`config.mk`:
```
export PLATFORM = sky130hd
export DESIGN_NAME = duty_cycle_meter
export DESIGN_NICKNAME = d
export VERILOG_FILES = /design/src/rtl/duty_cycle_pkg.sv /design/src/rtl/duty_cycle_channel.sv /design/src/rtl/duty_cycle_meter.sv
export SDC_FILE = /design/constraint.sdc
export NUM_CORES = 1
export LEC_CHECK = 0
export CAP_MARGIN = 20
export CORE_MARGIN = 5
export CORE_UTILIZATION = 55
export DETAILED_ROUTE_END_ITERATION = 8
export GPL_TIMING_DRIVEN = 0
export PLACE_DENSITY = 0.79
export SYNTH_ARGS = -nofsm -noshare
export SYNTH_HDL_FRONTEND = slang
export SYNTH_SLANG_ARGS = --single-unit
```
`constraint.sdc`:
```
create_clock -name clk -period 4.23 [get_ports clk]
set_input_delay 0.846 -clock clk [delete_from_list [all_inputs] [get_ports clk]]
set_output_delay 0.846 -clock clk [all_outputs]
set_load 0.02 [all_outputs]
```
`src/rtl/duty_cycle_pkg.sv`:
```
// duty_cycle_pkg: shared state encoding and width helper for the duty-cycle meter
package duty_cycle_pkg;
  typedef enum logic {IDLE = 1'b0, MEASURE = 1'b1} state_e;
  function automatic int clog2(input int n);
    int r;
    r = 0;
    while ((1 << r) < n) r++;
    return r;
  endfunction
endpackage

```
`src/rtl/duty_cycle_channel.sv`:
```
// duty_cycle_channel: per-channel high-time counter (clk, rst_n, clr_i, inc_en_i, sig_i -> count_o)
module duty_cycle_channel #(
  parameter int CNT_W = 8
) (
  input  logic             clk,
  input  logic             rst_n,
  input  logic             clr_i,
  input  logic             inc_en_i,
  input  logic             sig_i,
  output logic [CNT_W-1:0] count_o
);
  logic [CNT_W-1:0] count_q, count_d;
  always_comb count_d = clr_i ? '0 : count_q + CNT_W'(inc_en_i & sig_i);
  always_ff @(posedge clk or negedge rst_n)
    if (!rst_n) count_q <= '0;
    else count_q <= count_d;
  assign count_o = count_q;
endmodule

```
`src/rtl/duty_cycle_meter.sv`:
```
// duty_cycle_meter: multi-channel windowed duty-cycle meter (clk, rst_n, enable, start, cont, sig_in -> duty_out, valid, busy, overrun); DUTY_CYCLE_SYNC_EN adds 2-flop input synchronisers
module duty_cycle_meter
  import duty_cycle_pkg::*;
#(
  parameter int CHANNELS = 4,
  parameter int WINDOW = 255,
  localparam int CNT_W = clog2(WINDOW + 1)
) (
  input  logic                      clk,
  input  logic                      rst_n,
  input  logic                      enable,
  input  logic                      start,
  input  logic                      cont,
  input  logic [CHANNELS-1:0]       sig_in,
  output logic [CHANNELS*CNT_W-1:0] duty_out,
  output logic                      valid,
  output logic                      busy,
  output logic                      overrun
);
  state_e state_q, state_d;
  logic [CNT_W-1:0] win_q, win_d;
  logic [CHANNELS*CNT_W-1:0] duty_q, duty_d, cnt;
  logic valid_q, overrun_q, overrun_d;
  logic measure, win_end, clr;
  logic [CHANNELS-1:0] sig_s;
`ifdef DUTY_CYCLE_SYNC_EN
  logic [CHANNELS-1:0] sync1_q, sync2_q;
  always_ff @(posedge clk or negedge rst_n)
    if (!rst_n) begin
      sync1_q <= '0;
      sync2_q <= '0;
    end else begin
      sync1_q <= sig_in;
      sync2_q <= sync1_q;
    end
  assign sig_s = sync2_q;
`else
  assign sig_s = sig_in;
`endif
  // Counters are held clear while idle, so entering MEASURE always starts from zero.
  always_comb begin
    measure = state_q == MEASURE;
    win_end = measure && enable && win_q == CNT_W'(WINDOW - 1);
    clr = !measure || win_end;
    state_d = measure ? ((win_end && !cont) ? IDLE : MEASURE) : ((start || cont) ? MEASURE : IDLE);
    win_d = clr ? '0 : win_q + CNT_W'(enable);
    overrun_d = overrun_q | (start & measure);
    duty_d = duty_q;
    // The final sample is still in flight in the channel counters, so fold it in here.
    for (int c = 0; c < CHANNELS; c++)
      if (win_end) duty_d[c*CNT_W +: CNT_W] = cnt[c*CNT_W +: CNT_W] + CNT_W'(sig_s[c]);
  end
  always_ff @(posedge clk or negedge rst_n)
    if (!rst_n) begin
      state_q <= IDLE;
      win_q <= '0;
      duty_q <= '0;
      valid_q <= 1'b0;
      overrun_q <= 1'b0;
    end else begin
      state_q <= state_d;
      win_q <= win_d;
      duty_q <= duty_d;
      valid_q <= win_end;
      overrun_q <= overrun_d;
    end
  for (genvar i = 0; i < CHANNELS; i++) begin : g_ch
    duty_cycle_channel #(.CNT_W(CNT_W)) u_ch (
      .clk(clk),
      .rst_n(rst_n),
      .clr_i(clr),
      .inc_en_i(measure & enable),
      .sig_i(sig_s[i]),
      .count_o(cnt[i*CNT_W +: CNT_W])
    );
  end
  assign duty_out = duty_q;
  assign valid = valid_q;
  assign busy = measure;
  assign overrun = overrun_q;
endmodule

```
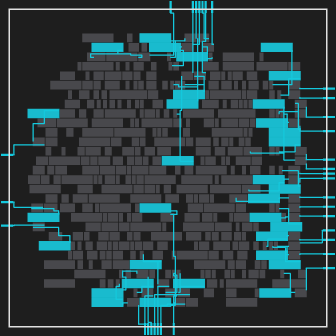
run_1/io_fan.png
duty_out -> cyan  # bits 32, direction output, edge 15 east, 7 north, 7 south, 3 west, end cells 32, buffers 32, wire 762 microns
Port Buf Inserts: 43
num ports: 44

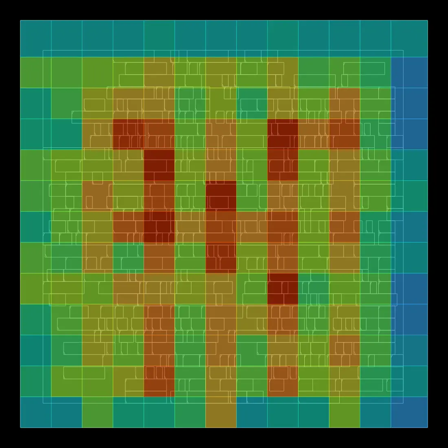
run_1/congestion.png
GR peak layer: met2
met3 usage: 3.22%

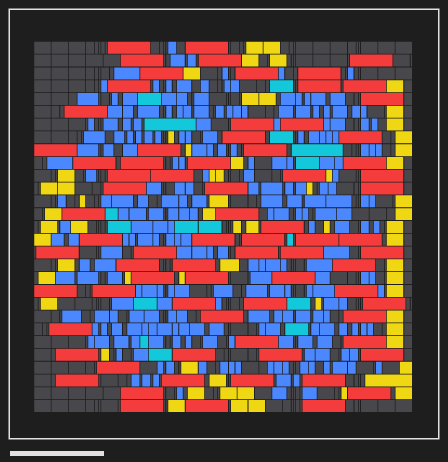
run_1/placement_by_type.png
Scale bar: 20 microns. Fill, decap, tap and diode cells in grey.
flops -> red  # cells 75, share of their area 44%
combinational and other logic -> blue  # cells 250, share of their area 38%
clock drivers and dummy loads -> cyan  # cells 16, share of their area 5.3%
other buffers and delay cells -> yellow  # cells 63, share of their area 13%
sequential share of cell area: 42.8%
fin util: 69.1%
design area: 4390 sq um

## run 1: how the worst max path moves through the flow
| stage | to | slack (ns) | cells past startpoint |
|---|---|---|---|
| 6_report | duty_out[31]$_DFFE_PN0P_ | 1.88 | 6 |
| 5_1_grt | duty_out[6]$_DFFE_PN0P_ | 1.75 | 6 |
| 4_1_cts | busy | 1.89 | 1 |
| 3_5_place_dp | duty_out[31]$_DFFE_PN0P_ | 1.52 | 6 |
| 3_3_place_gp | g_ch[3].u_ch.count_o[5]$_DFF_PN0_ | -0.22 | 1 |
| 2_1_floorplan | duty_out[16]$_DFFE_PN0P_ | 2.38 | 5 |
## run 1: sequential cells by signal, summed over array words and instances (netlist names)
register / count
busy: 1
duty_out: 32
valid: 1
overrun: 1
win_q: 8
g_ch.u_ch.count_o: 32
==> out/qor.yml, run 1 <==
die:
  die_x_microns: 91
  core_area_sq_um: 6350
  dieArea_sq_um: 8280
  die_y_microns: 91
  floorplan.core_util_pct: 56.8
clock_network:
  clock-sinks: 75
  clkSlewWorstSetupHoldPaths_ns: 0.08
  cts_setup_buffers: 0
  hold_buffers: 0
  cts_made_buffers: 9
  post_cts_resized: 0
synth:
  ys.flop_type: "dfrtp_1"
  ys_types: 26
  yosysTopAreaCellShare_pct: 52.0
  mux_area_share_pct: 3.02
  yosysSeqAreaShare_pct: 52.0
  ys_cells: 344
  synth.area.top_cells: "dfrtp_1 (52%), xor2_1 (8.3%), ha_1 (6.2%), xnor2_1 (5.3%), nor2_1 (4.5%)"
  synth.comb.largest_family: "simple AND/OR/NAND/NOR gates"
  synth_nets: 371
  xor_share_pct: 13.6
  aoi_share_pct: 4.37
  netlist_area_sq_um: 3610
  synth_area_leader_cell: "dfrtp_1"
  simple_gate_area_share_pct: 17.8
  yosys_warnings: 0
  syn_avg_cell_area_sq_um: 10.5
  top_cell: "dfrtp_1"
  yosys.area_share.adder_pct: 6.24
detailed_routing:
  ant_nets: 0
  top_layer: "met4"
  post-route-drc-count: 0
  dr.pass1.iters: 5
  first_iter_violations: 100
  wl_microns: 6800
  vias: 2560
sta:
  worstMarginPinSlew_ns: 0.475
  hold_slack_ns: 0.412
  fmax_mhz: 426
  hold_viol_final: 0
  fin_crit_ns: 2.35
  maxSlewViolCount: 0
  slew_headroom_pct: 68.4
  finClkSkew_ns: 0.0137
  final.setup.tns_ns: 0
pwr:
  p_comb_share_pct: 24.2
  switchingPower_mw: 0.666
  clock_power_share_pct: 29.4
  cellPowerDensity_nw_per_um2: 482
  finalPower_mw: 2.11
  p_seq_share_pct: 46.4
  intPower_mw: 1.45
  pwr.group.clock_mw: 0.621
  seq_cell_power_mw: 0.981
  comb-power_mw: 0.513
worst_setup_path:
  setup.worst_path.start: "enable"
  reg2reg_depth: 7
  worst-r2r-setup-slack_ns: 2.31
  max_stage_delay_ns: 0.53
  worstPathMaxFanout: 10
  r2r_start: "busy$_DFF_PN0_"
grt:
  antenna_found_initial: 0
  grt_pass1_vias: 2615
  grt_use_total_pct: 17.9
  grt_max_degree: 46
placement:
  gp_congestion: 0.809
  dp_slack_ns: 1.52
  dp_cells: 465
  dpl.hpwl_microns: 4830
cells_and_area:
  drive_above_1_share_pct: 8.17
  buffer_area_share_pct: 12.7
  seq_cells: 75
  clkCellAreaFrac_pct: 5.19
  nNetsFinal: 426
  clock_buffers: 12
  logic_gates: 248
  antenna_cells: 0
  largestClassByArea: "flip-flops and latches"
  logic_area_sq_um: 1620
  seqCellArea_sq_um: 1880
outcome:
  status: "complete, no violations"
min_path:
  hp-class: "in -> async"
job:
  drv_cap: 0
--- run 2 (diff from run 1) ---
--- a/config.mk
+++ b/config.mk
@@ -7,10 +7,10 @@
 export LEC_CHECK = 0
 export CAP_MARGIN = 20
 export CORE_MARGIN = 5
-export CORE_UTILIZATION = 55
+export CORE_UTILIZATION = 50
 export DETAILED_ROUTE_END_ITERATION = 8
 export GPL_TIMING_DRIVEN = 0
-export PLACE_DENSITY = 0.79
+export PLACE_DENSITY = 0.76
 export SYNTH_ARGS = -nofsm -noshare
 export SYNTH_HDL_FRONTEND = slang
 export SYNTH_SLANG_ARGS = --single-unit
==> constraint.sdc (replaced) <==
create_clock -name clk -period 1.9 [get_ports clk]
set_input_delay 0.38 -clock clk [delete_from_list [all_inputs] [get_ports clk]]
set_output_delay 0.38 -clock clk [all_outputs]
set_load 0.02 [all_outputs]
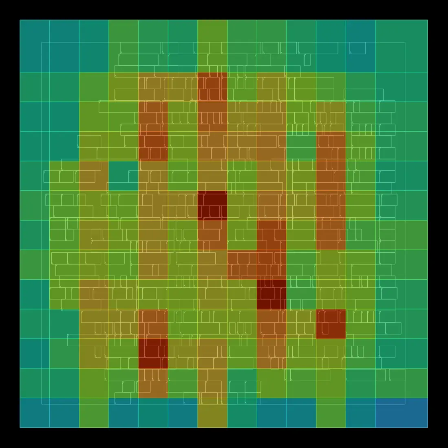
run_2/congestion.png
met3 usage: 3.90%
GRT Total Usage: 16.3%

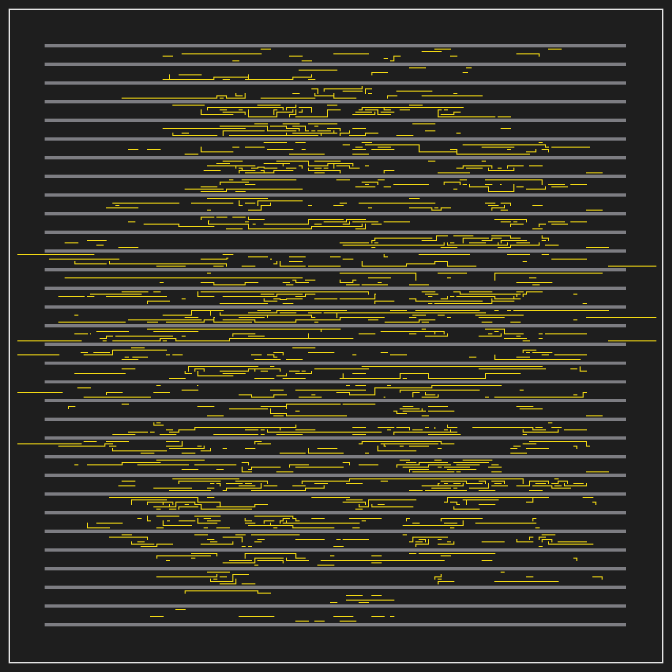
run_2/layer_met1.png
Supply wires on this layer in grey.
wire length on this layer = 3010 microns
share of all routed wire = 45%
nets with wire on the layer = 386
main direction = horizontal
longest straight run = 34.5 microns
Global Route met1 Usage: 21.5%
DRT Wirelength: 6690 microns
Vias: 2536

==> run 2 against run 1 <==
- sequential power increased by 120%
- synthesized area unchanged
- final area increased by 1.9%
- clock-buffer cell count unchanged
- clock power increased to 2.6 times the previous value
- die size increased by 8.9%
- via count decreased by 0.94%
- non-clock buffer count increased by 1
- largest cell class unchanged
==> out/qor.yml, run 2 <==
pwr:
  cellPowerDensity_nw_per_um2: 1110  # +130%
  p_comb_share_pct: 22.7  # -1.5 points
  p_seq_share_pct: 44.1  # -2.3 points
  switchingPower_mw: 1.46  # +120%
  clock_power_share_pct: 33.2  # +3.8 points
  pwr.group.clock_mw: 1.64  # +160%
  intPower_mw: 3.49  # +140%
  comb-power_mw: 1.12  # +120%
  finalPower_mw: 4.95  # +130%
synth:
  top_cell: "dfrtp_1"
  yosys_warnings: 0  # unchanged
  ys_cells: 344  # unchanged
  simple_gate_area_share_pct: 17.8  # unchanged
  yosysSeqAreaShare_pct: 52.0  # unchanged
  yosys.area_share.adder_pct: 6.24  # unchanged
  synth.area.top_cells: "dfrtp_1 (52%), xor2_1 (8.3%), ha_1 (6.2%), xnor2_1 (5.3%), nor2_1 (4.5%)"
  yosysTopAreaCellShare_pct: 52.0  # unchanged
  ys.flop_type: "dfrtp_1"
  synth_nets: 371  # unchanged
  xor_share_pct: 13.6  # unchanged
  aoi_share_pct: 4.37  # unchanged
  ys_types: 26  # unchanged
  synth.comb.largest_family: "simple AND/OR/NAND/NOR gates"
  syn_avg_cell_area_sq_um: 10.5  # unchanged
die:
  die_y_microns: 95.0  # +4.3%
  die_x_microns: 95.0  # +4.3%
  dieArea_sq_um: 9020  # +8.9%
  io_pins: 44  # unchanged
  floorplan.core_util_pct: 50.6  # -6.3 points
  core_area_sq_um: 7140  # +12%
placement:
  dp_cells: 487  # +4.7%
  dp_slack_ns: -0.356  # -1.87 ns
  placement.io_buffers: 43  # unchanged
  dpl.hpwl_microns: 4830  # +0.12%
  gp_congestion: 0.809  # about the same
sta:
  fmax_mhz: 583
  hold_viol_final: 0  # unchanged
  hold_slack_ns: 0.470  # +0.0584 ns
  finClkSkew_ns: 0.00981  # -0.00392 ns
  slew_headroom_pct: 72.5  # +4.1 points
  worstMarginPinSlew_ns: 0.413  # -0.0621 ns
  maxSlewViolCount: 0  # unchanged
  worst_slack_ns: 0.185
worst_setup_path:
  crit_type: "reg -> reg"
  setup.worst_path.start: "busy$_DFF_PN0_"
  worstPathMaxFanout: 10  # unchanged
  worst-r2r-setup-slack_ns: 0.19  # -2.12 ns
  crit_path_end: "g_ch[3].u_ch.count_o[7]$_DFF_PN0_"
  reg2reg_depth: 7  # unchanged
  r2r_start: "busy$_DFF_PN0_"
detailed_routing:
  via_per_inst: 5.03
  post-route-drc-count: 0  # unchanged
  ant_nets: 0  # unchanged
  wl_per_cell_microns: 13.3
  top_layer: "met4"
  dr.pass1.iters: 4  # -1
  first_iter_violations: 63  # -37%
cells_and_area:
  stdcell_area_sq_um: 4470  # +1.9%
  final_cells: 504
  post-route-util_pct: 62.7  # -6.4 points
  antenna_cells: 0  # unchanged
  nNetsFinal: 427  # +0.23%
  area_growth_pct: 23.9
grt:
  grt_max_degree: 44  # -4.3%
  grt-busiest-layer: "met2"
  antenna_found_initial: 0  # unchanged
outcome:
  status: "complete, no violations"
clock_network:
  cts_made_buffers: 9  # unchanged
  post_cts_resized: 3  # +3
  clock-sinks: 75  # unchanged
  clkSlewWorstSetupHoldPaths_ns: 0.07  # about the same
  cts_setup_buffers: 0  # unchanged
min_path:
  hp-class: "reg -> reg"
  whs_endpoint: "overrun$_DFF_PN0_"
job:
  drv_cap: 0  # unchanged
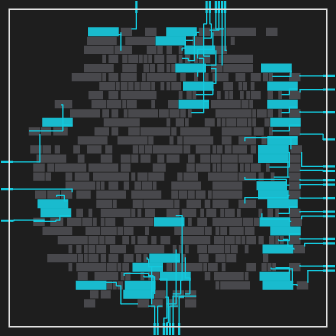
run_2/io_fan.png
duty_out -> cyan  # bits 32, direction output, edge 15 east, 7 north, 7 south, 3 west, end cells 32, buffers 32, wire 717 microns

-- run 2: cell types whose count changed in the layout (fill, tap and decap cells not counted), sizes merged --
cell / change
dlygate4sd3: +1
dlygate4sd2: +1
dlymetal6s2s: +1
clkinv: -1
clkinvlp: -1
bufinv: +2
clkdlybuf4s50: -2
-- run 2: cell type report --
class	count	area [sq um]
clock buffer	12	155
buffer	19	105
sequential	75	1880
multi-input combinational	248	1620
inverter	2	7.51
tap	99	124
clock inverter	4	120
fill	601	2670
timing repair buffer	45	459
-- run 2: worst max-delay path: stages (launching register included) --
cell and delay (ns):
dfrtp_2 0.45, clkbuf_2 0.24, and3_1 0.22, ha_1 0.19, nand3_1 0.14, nor2_1 0.18, xnor2_1 0.13, nor2_1 0.06
--- run 3 (diff from run 2) ---
--- a/config.mk
+++ b/config.mk
@@ -7,10 +7,11 @@
 export LEC_CHECK = 0
 export CAP_MARGIN = 20
 export CORE_MARGIN = 5
-export CORE_UTILIZATION = 50
+export CORE_UTILIZATION = 55
 export DETAILED_ROUTE_END_ITERATION = 8
 export GPL_TIMING_DRIVEN = 0
-export PLACE_DENSITY = 0.76
+export PLACE_DENSITY = 0.79
 export SYNTH_ARGS = -nofsm -noshare
 export SYNTH_HDL_FRONTEND = slang
 export SYNTH_SLANG_ARGS = --single-unit
+export TNS_END_PERCENT = 100
==> constraint.sdc (replaced) <==
create_clock -name clk -period 1.98 [get_ports clk]
set_input_delay 0.396 -clock clk [delete_from_list [all_inputs] [get_ports clk]]
set_output_delay 0.396 -clock clk [all_outputs]
set_load 0.02 [all_outputs]
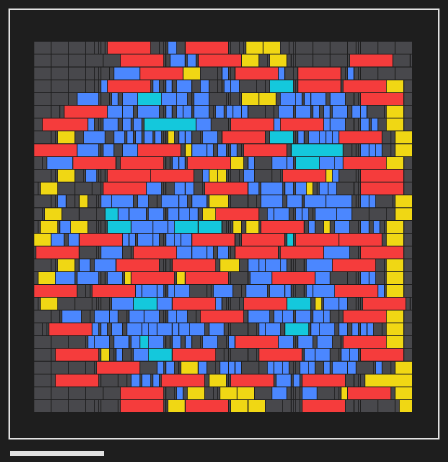
run_3/placement_by_type.png
Scale bar: 20 microns. Fill, decap, tap and diode cells in grey.
clock drivers and dummy loads -> cyan  # cells 16, share of their area 5.3%
flops -> red  # cells 75, share of their area 44%
combinational and other logic -> blue  # cells 250, share of their area 38%
other buffers and delay cells -> yellow  # cells 64, share of their area 13%
fin util: 69.3%
# rows: 29
core outline area: 6350 sq um

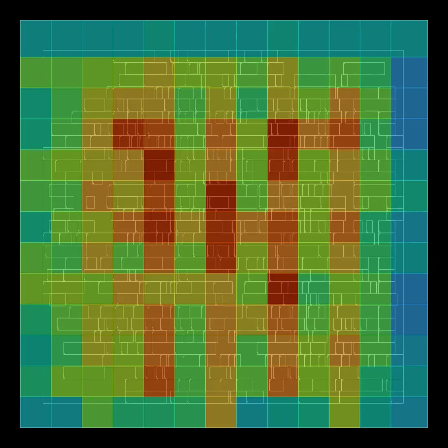
run_3/congestion.png
met2 Resource Use GR: 29.4%
met3 usage: 3.31%
Wirelength per Cell: 14.3 microns
Global Route met1 Usage: 23.4%
GRT Total Usage: 17.9%

==> run 3 against run 2 <==
- sequential power shrank 4%
- first-iteration DRC count grew 97%
- worst hold slack lost 0.0095 ns
- die size shrank 8.1%
- setup slack lost 0.040 ns
- combinational power is essentially flat
- final area shrank 1.5%
- clock-buffer cell count is the same
- global-route usage grew 1.6 points
- sequential cell count is the same
- clock skew grew 0.0033 ns
- largest cell class unchanged
- largest power group unchanged
==> out/qor.yml, run 3 <==
outcome:
  status: "complete, no violations"
cells_and_area:
  clock_buffers: 12  # unchanged
  clkCellAreaFrac_pct: 5.17  # -0.98 points
  buffer_area_share_pct: 13.0  # +0.34 points
  nNetsFinal: 427  # unchanged
  comb_share_pct: 36.9  # +0.57 points
  seq_share_pct: 42.7  # +0.66 points
  buffers: 64  # unchanged
  seq_cells: 75  # unchanged
  inv_count: 2  # unchanged
  final_cells: 482  # -4.4%
  logic_area_sq_um: 1620  # unchanged
  largestClassByArea: "flip-flops and latches"
  area_growth_pct: 22.0
  n_fill_cell: 487  # -19%
  antenna_cells: 0  # unchanged
pwr:
  intPower_mw: 3.10  # -11%
  comb-power_mw: 1.10  # about the same
  finalPower_mw: 4.51  # -8.8%
  clock_power_share_pct: 29.3  # -3.9 points
  switchingPower_mw: 1.42  # -2.7%
  p_comb_share_pct: 24.3  # +1.6 points
  p_seq_share_pct: 46.4  # +2.3 points
clock_network:
  cts_setup_buffers: 0  # unchanged
  cts_made_buffers: 9  # unchanged
  clkSlewWorstSetupHoldPaths_ns: 0.08  # about the same
  clock-sinks: 75  # unchanged
synth:
  syn_avg_cell_area_sq_um: 10.5  # unchanged
  simple_gate_area_share_pct: 17.8  # unchanged
  top_cell: "dfrtp_1"
  synth.area.top_cells: "dfrtp_1 (52%), xor2_1 (8.3%), ha_1 (6.2%), xnor2_1 (5.3%), nor2_1 (4.5%)"
  yosys.area_share.adder_pct: 6.24  # unchanged
  synth.comb.largest_family: "simple AND/OR/NAND/NOR gates"
  yosysSeqAreaShare_pct: 52.0  # unchanged
  yosys_warnings: 0  # unchanged
  synth_nets: 371  # unchanged
  aoi_share_pct: 4.37  # unchanged
  xor_share_pct: 13.6  # unchanged
  ys_types: 26  # unchanged
  ys.flop_type: "dfrtp_1"
  ys_cells: 344  # unchanged
  yosysTopAreaCellShare_pct: 52.0  # unchanged
detailed_routing:
  post-route-drc-count: 0  # unchanged
  via_per_inst: 5.29  # +5.1%
  dr.pass1.iters: 4  # unchanged
  wl_microns: 6870  # +2.8%
placement:
  dp_cells: 465  # -4.5%
  dp_slack_ns: -0.282  # +0.0740 ns
  gp_congestion: 0.809  # about the same
  dpl.hpwl_microns: 4830  # -0.12%
  placement.io_buffers: 43  # unchanged
worst_setup_path:
  worst-r2r-setup-slack_ns: 0.25  # +0.06 ns
  r2r_start: "busy$_DFF_PN0_"
  worstPathMaxFanout: 10  # unchanged
  reg2reg_depth: 7  # unchanged
  crit_type: "in -> reg"
  crit_family: "buffers and inverters"
  cp_num_buf_inv: 3  # +2
  path_depth: 6  # -1
  crit_path_end: "duty_out[24]$_DFFE_PN0P_"
  cp_slowest_cell: "clkdlybuf4s50_1"
  max_stage_delay_ns: 0.59  # +0.14 ns
die:
  tap-cell-count: 77  # -22%
  dieArea_sq_um: 8280  # -8.1%
  io_pins: 44  # unchanged
  die_y_microns: 91  # -4.2%
  die_x_microns: 91  # -4.2%
sta:
  fmax_mhz: 545
  hold_viol_final: 0  # unchanged
  slew_headroom_pct: 71.4  # -1.1 points
  worst_slack_ns: 0.145  # -0.0402 ns
  worstMarginPinSlew_ns: 0.429  # +0.0166 ns
  finClkSkew_ns: 0.0131  # +0.00328 ns
job:
  drv_cap: 0  # unchanged
min_path:
  whs_endpoint: "overrun$_DFF_PN0_"
  hp-class: "reg -> reg"
grt:
  grt-busiest-layer: "met2"
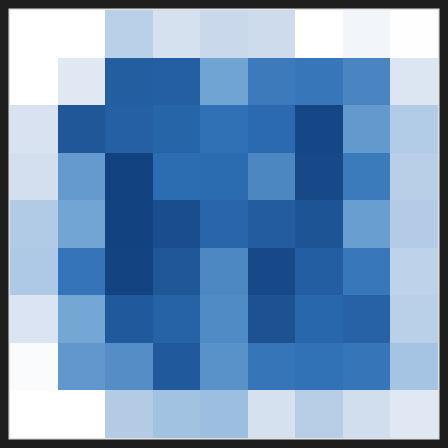
run_3/cell_density.png
The die is cut into 9 by 9 equal tiles; white is low, dark blue is high, 0 to 100% covered.
densest ninth of the die = centre
nearly empty tiles = 8.6%
mean over tiles = 52%
tiles over 75% full = 32%
fullest tile = 93%
Starting Density: 56.8%

==> run 3: cell counts after synthesis <==
No cell type changed its count.
==> run 3: stage by stage <==
stage	area, sq um	TNS [ns]	hold WS, ns
6_report	4400	0	0.461
5_1_grt	4400	0	0.492
4_1_cts	4400	0	0.465
3_5_place_dp	4160	-12.52	0.359
3_3_place_gp	4140	-162.54	0.442
2_1_floorplan	3610	0	0.100
==> run 3: timing repair <==
| action | 4_1_cts | 5_1_grt |
|---|---|---|
| gates resized | 0 | 6 |
| hold endpoints to repair | 30 | 0 |
| setup endpoints to repair | 0 | 23 |
| hold buffers | 1 | 0 |
==> run 3: layer usage <==
layer,up-vias,routed length (microns)
met1,1222,3070
met3,11,351
met5,-,0
li1,1259,-
met2,58,3360
met4,0,92
No activity file was given, so power comes from the tool's default toggle rates.
